<file path="config.mk">
export PLATFORM = sky130hd
export DESIGN_NAME = loc_fifo
export DESIGN_NICKNAME = d
export VERILOG_FILES = /design/src/rtl/loc_fifo.sv
export SDC_FILE = /design/constraint.sdc
export NUM_CORES = 1
export LEC_CHECK = 0
export CORE_MARGIN = 1.5
export CORE_UTILIZATION = 60
export DETAILED_ROUTE_END_ITERATION = 8
export GPL_TIMING_DRIVEN = 0
export PLACE_DENSITY = 0.87
export SLEW_MARGIN = 10
export SYNTH_ARGS = -nofsm -noshare
export SYNTH_HDL_FRONTEND = slang
export SYNTH_SLANG_ARGS = --single-unit
</file>
<file path="constraint.sdc">
create_clock -name clk -period 7 [get_ports clk]
set_input_delay 1.4 -clock clk [delete_from_list [all_inputs] [get_ports clk]]
set_output_delay 1.4 -clock clk [all_outputs]
set_load 0.1 [all_outputs]
</file>
<file path="src/rtl/loc_fifo.sv">
// Parametrised circular FIFO for location words with occupancy status,
// synchronous flush and sticky overflow/underflow flags.
module loc_fifo #(
  parameter int unsigned WIDTH = 8,
  parameter int unsigned DEPTH = 16,
  parameter int unsigned AW    = $clog2(DEPTH)
) (
  input  logic             clk,
  input  logic             rst,
  input  logic             clear,
  input  logic             enqueue,
  input  logic             dequeue,
  input  logic [WIDTH-1:0] dataIn,
  output logic [WIDTH-1:0] dataOut,
  output logic             empty,
  output logic             full,
  output logic [AW:0]      count,
  output logic             overflow,
  output logic             underflow
);

  localparam logic [AW:0] FullCount = (AW+1)'(DEPTH);

  logic [WIDTH-1:0] r_mem [DEPTH];
  logic [AW-1:0]    r_wr_ptr;
  logic [AW-1:0]    r_rd_ptr;
  logic [AW:0]      r_count;
  logic [WIDTH-1:0] r_data_out;
  logic             r_overflow;
  logic             r_underflow;

  logic             w_empty;
  logic             w_full;
  logic             w_acc_enq;
  logic             w_acc_deq;

  // Status decodes only depend on registered count.
  assign w_empty   = (r_count == '0);
  assign w_full    = (r_count == FullCount);
  // A full FIFO still accepts a write when a read frees the slot in the same edge.
  assign w_acc_enq = enqueue & (~w_full | dequeue);
  assign w_acc_deq = dequeue & ~w_empty;

  // Storage is not reset; contents are don't-care until written.
  always_ff @(posedge clk) begin
    if (!clear && w_acc_enq) begin
      r_mem[r_wr_ptr] <= dataIn;
    end
  end

  always_ff @(posedge clk or posedge rst) begin
    if (rst) begin
      r_wr_ptr    <= '0;
      r_rd_ptr    <= '0;
      r_count     <= '0;
      r_data_out  <= '0;
      r_overflow  <= 1'b0;
      r_underflow <= 1'b0;
    end else if (clear) begin
      r_wr_ptr    <= '0;
      r_rd_ptr    <= '0;
      r_count     <= '0;
      r_data_out  <= '0;
      r_overflow  <= 1'b0;
      r_underflow <= 1'b0;
    end else begin
      if (w_acc_enq) begin
        r_wr_ptr <= r_wr_ptr + 1'b1;
      end
      if (w_acc_deq) begin
        // Nonblocking read of the old word gives read-before-write on a shared slot.
        r_data_out <= r_mem[r_rd_ptr];
        r_rd_ptr   <= r_rd_ptr + 1'b1;
      end
      unique case ({w_acc_enq, w_acc_deq})
        2'b10:   r_count <= r_count + 1'b1;
        2'b01:   r_count <= r_count - 1'b1;
        default: r_count <= r_count;
      endcase
      if (enqueue && !w_acc_enq) begin
        r_overflow <= 1'b1;
      end
      if (dequeue && !w_acc_deq) begin
        r_underflow <= 1'b1;
      end
    end
  end

  assign dataOut   = r_data_out;
  assign empty     = w_empty;
  assign full      = w_full;
  assign count     = r_count;
  assign overflow  = r_overflow;
  assign underflow = r_underflow;

endmodule
</file>
### The metal 1 layer

Drawn at 4 px/um.
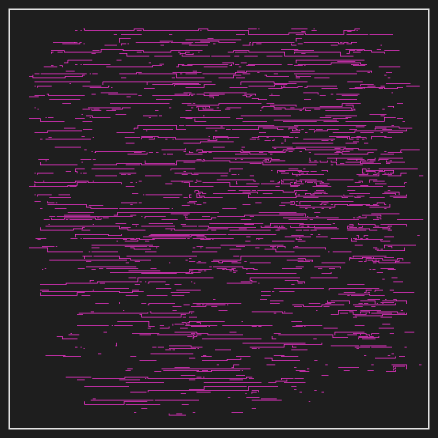
The layer holds 37% of the routed length. The layer carries 4690 um of wire. The wires run mostly horizontal. The longest straight run is 27.1 um. 369 nets have wire on it.
met1 Usage GRT: 32.0%
via count: 3353
final wirelength: 12800 um

### Layout detail

Region (14, 66) to (39, 91) um. Cells in gray, sequential cells in the stronger gray; small squares are vias.
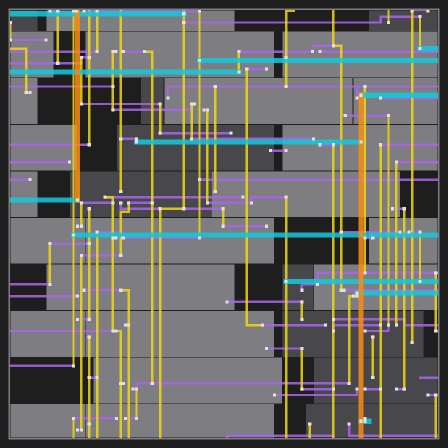
Key: M2 = yellow; M1 = purple; M3 = cyan; M4 = orange
Netlist names of flops here include `r_mem` (11), `dataOut` (1). Most frequent: edfxtp_1 (11), mux4_2 (3). 19 logic cells have their middle in the window. Sequential cells in the window: 12.

### Cells by drive strength

Drawn at 4 px/um.
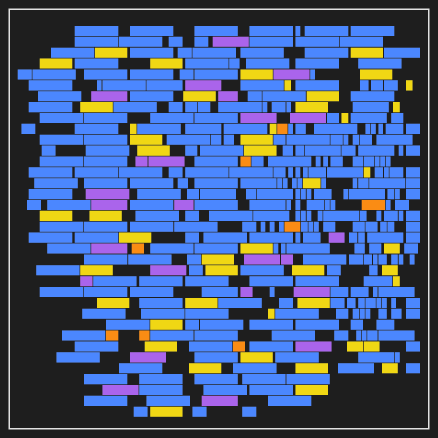
Key: x6 and larger = purple [cells 24, share 6.0%, most used clkbuf_16]; x1 and smaller = blue [cells 319, share 80%, most used edfxtp_1]; x3 and x4 = orange [cells 8, share 2.0%]; x2 = yellow [cells 47, share 12%, most used mux4_2]

==> run_results.csv <==
group,metric,value,unit
yosys,top_area_cell,"edfxtp_1",
final_timing,min_period,4360,ps
cts,cts-root-buf,"clkbuf_8",
critical_path,crit_type,"flop to output port",
final_timing,whs,503,ps
yosys,ys_types,37,
placement,dpl.hpwl,8000,um
route,routedWlPerCell,24.1,um
cts,ctsHoldBuffers,0,
yosys,edf_count,128,
yosys,ys_seq_share,71.5,%
floorplanning,fp-utilization,62.7,%
final_timing,clock_skew,7.91,ps
critical_path,cp.arrival,2960,ps
cts,clock_sinks,151,
global_routing,grt_max_degree,24,
yosys,syn-num-nets,361,
layout,fin_nets,407,
floorplanning,die_h,105,um
yosys,syn_inst,339,
critical_path,rr_startpoint,"count[0]",
critical_path,crit_path_end_kind,"output port",
global_routing,grt_usage,25.6,%
floorplanning,dieWidth,105,um
cts,cts_tree,"done",
final_timing,setup_violations,0,
power,finalPower,2.44,mW
global_routing,grt_overflow,0,
outcome,status,"finished clean",
critical_path,r2r_setup_slack,4170,ps
critical_path,reg2reg_to,"count[4]",
critical_path,reg2regPathDepth,10,
yosys,top_cells_by_area,"edfxtp_1 (62%), mux4_2 (12%), dfrtp_1 (9.3%)",
placement,placed_cells,499,
final_timing,finalHoldViolCount,0,
route,drtIter0Drc,491,
power,p_per_area,340,nW/um2
final_timing,fmax,0.229,GHz
floorplanning,io_pins,30,
global_routing,busiest_layer,"met2",
global_routing,grt_pass1_wl,19800,um
placement,place_ws,3150,ps
critical_path,crit_end,"empty",
global_routing,use_met3,6.39,%
final_timing,fin_tns_setup,0,ps
cts,post_cts_buffers,0,
global_routing,grt_antenna_before_repair,0,
final_timing,setup_slack,2640,ps
run,cap_violations,0,
yosys,synth-seq-cells,151,
final_timing,maxSlewViolCount,0,
yosys,syn_avg_cell_area,18.2,um2
cts,htreeDepth,4,
placement,place_congestion,0.840,
run,warning_count,29,
cts,clock_tree.buffer_depth,2,
layout,antenna_cells,0,
yosys,netlist.area_leader.share,62.2,%
layout,syn_to_final_growth,16.0,%
critical_path,worstSetupStartpointType,"flop",
global_routing,grt_use_met2,41.5,%
floorplanning,coreArea,9860,um2
global_routing,grt_pass1_vias,3529,
cts,cts_resized,0,
final_timing,slew_headroom,32.8,%
route,drc,0,
yosys,ys_warn_count,0,
critical_path,worst-path-max-fanout,7,
layout,fin_cells,531,
floorplanning,rows,36,
final_timing,worstMarginPinSlew,1010,ps
cts,cts-buffers-inserted,17,
cts,clock_latency,530,ps
critical_path,cp_data_required_time,5600,ps
final_timing,finalCritPeriodShare,62.3,%
## layer usage
| metal | vias to the layer above | part of all wire [%] |
|---|---|---|
| met5 | - | 0 |
| met4 | 0 | 3.9 |
| met3 | 39 | 8.6 |
| met2 | 210 | 51 |
| met1 | 1682 | 37 |
| li1 | 1422 | - |
## through the flow
step	util [%]	cell area, um2
2_1_floorplan	-	6180
3_3_place_gp	67.1	6620
3_5_place_dp	67.1	6620
4_1_cts	72.7	7180
5_1_grt	72.7	7180
6_report	72.7	7180
## registers in the layout, indices dropped and copies added (netlist names)
register / count
r_wr_ptr: 4
count: 5
overflow: 1
underflow: 1
r_rd_ptr: 4
dataOut: 8
r_mem: 128
## worst min-delay path by stage
stage / start / endpoint / slack [ps] / cells past startpoint
3_5_place_dp: underflow / underflow / 490 / 2
4_1_cts: underflow / underflow / 510 / 2
6_report: underflow / underflow / 500 / 2
3_3_place_gp: overflow / overflow / 480 / 2
5_1_grt: overflow / overflow / 540 / 2
2_1_floorplan: r_wr_ptr[3] / r_wr_ptr[3] / 560 / 2
## cell usage after synthesis, drive strengths merged (2+ instances only)
cell type,instances
or3,2
nand4,2
edfxtp,128
buf,11
a21oi,7
mux2i,17
dfrtp,23
mux2,4
nand3b,10
xor2,7
xnor2,2
ha,8
nor2b,2
o21ai,3
clkbuf,7
inv,7
mux4,32
o221ai,8
nand2,9
nor2,37
nand2b,2
## area by class of cell
type,count,area [um2]
flip-flops and latches,151,4420
fillers,555,2690
multi-input cells,163,1650
clock buffers,19,432
repair buffers,27,270
well taps,133,166
clock inverters,13,124
plain buffers,18,83.8
inverters,7,26.3
## worst max-delay path: stages (launching register included)
cell and delay [ps]:
dfrtp_1 440, or4_1 530, buf_2 180, nor2_1 130, clkdlybuf4s50_1 1150
## cell usage in the layout (no fill, tap or decap), types with 4 or more instances in the layout
cell type,n
a21oi_1,7
buf_2,7
clkbuf_1,8
clkbuf_16,16
clkdlybuf4s50_1,27
dfrtp_1,23
edfxtp_1,128
ha_1,8
inv_1,7
inv_6,4
mux2_2,4
mux2i_1,17
mux4_2,32
nand2_1,8
nand3b_1,10
nor2_1,37
o221ai_1,8
xor2_1,7
## cell families after synthesis
family,share of synthesized area [%]
buffers and inverters,1.78
DFF,71.5
and+or+nand+nor,5.56
adders and majority gates,1.94
AOI/OAI and AO/OA,2.83
muxes,15.1
xor gates and xnor gates,1.27
## report_power, final
part           internal (mW)  leakage (nW)  total, mW  switching, mW
Combinational          0.150         0.658      0.533          0.383
Clock                  0.485         0.266      0.854          0.368
Sequential              1.02          1.46       1.05         0.0379
Total                   1.65          2.39       2.44          0.790
Power is estimated from default activity; no workload was simulated.
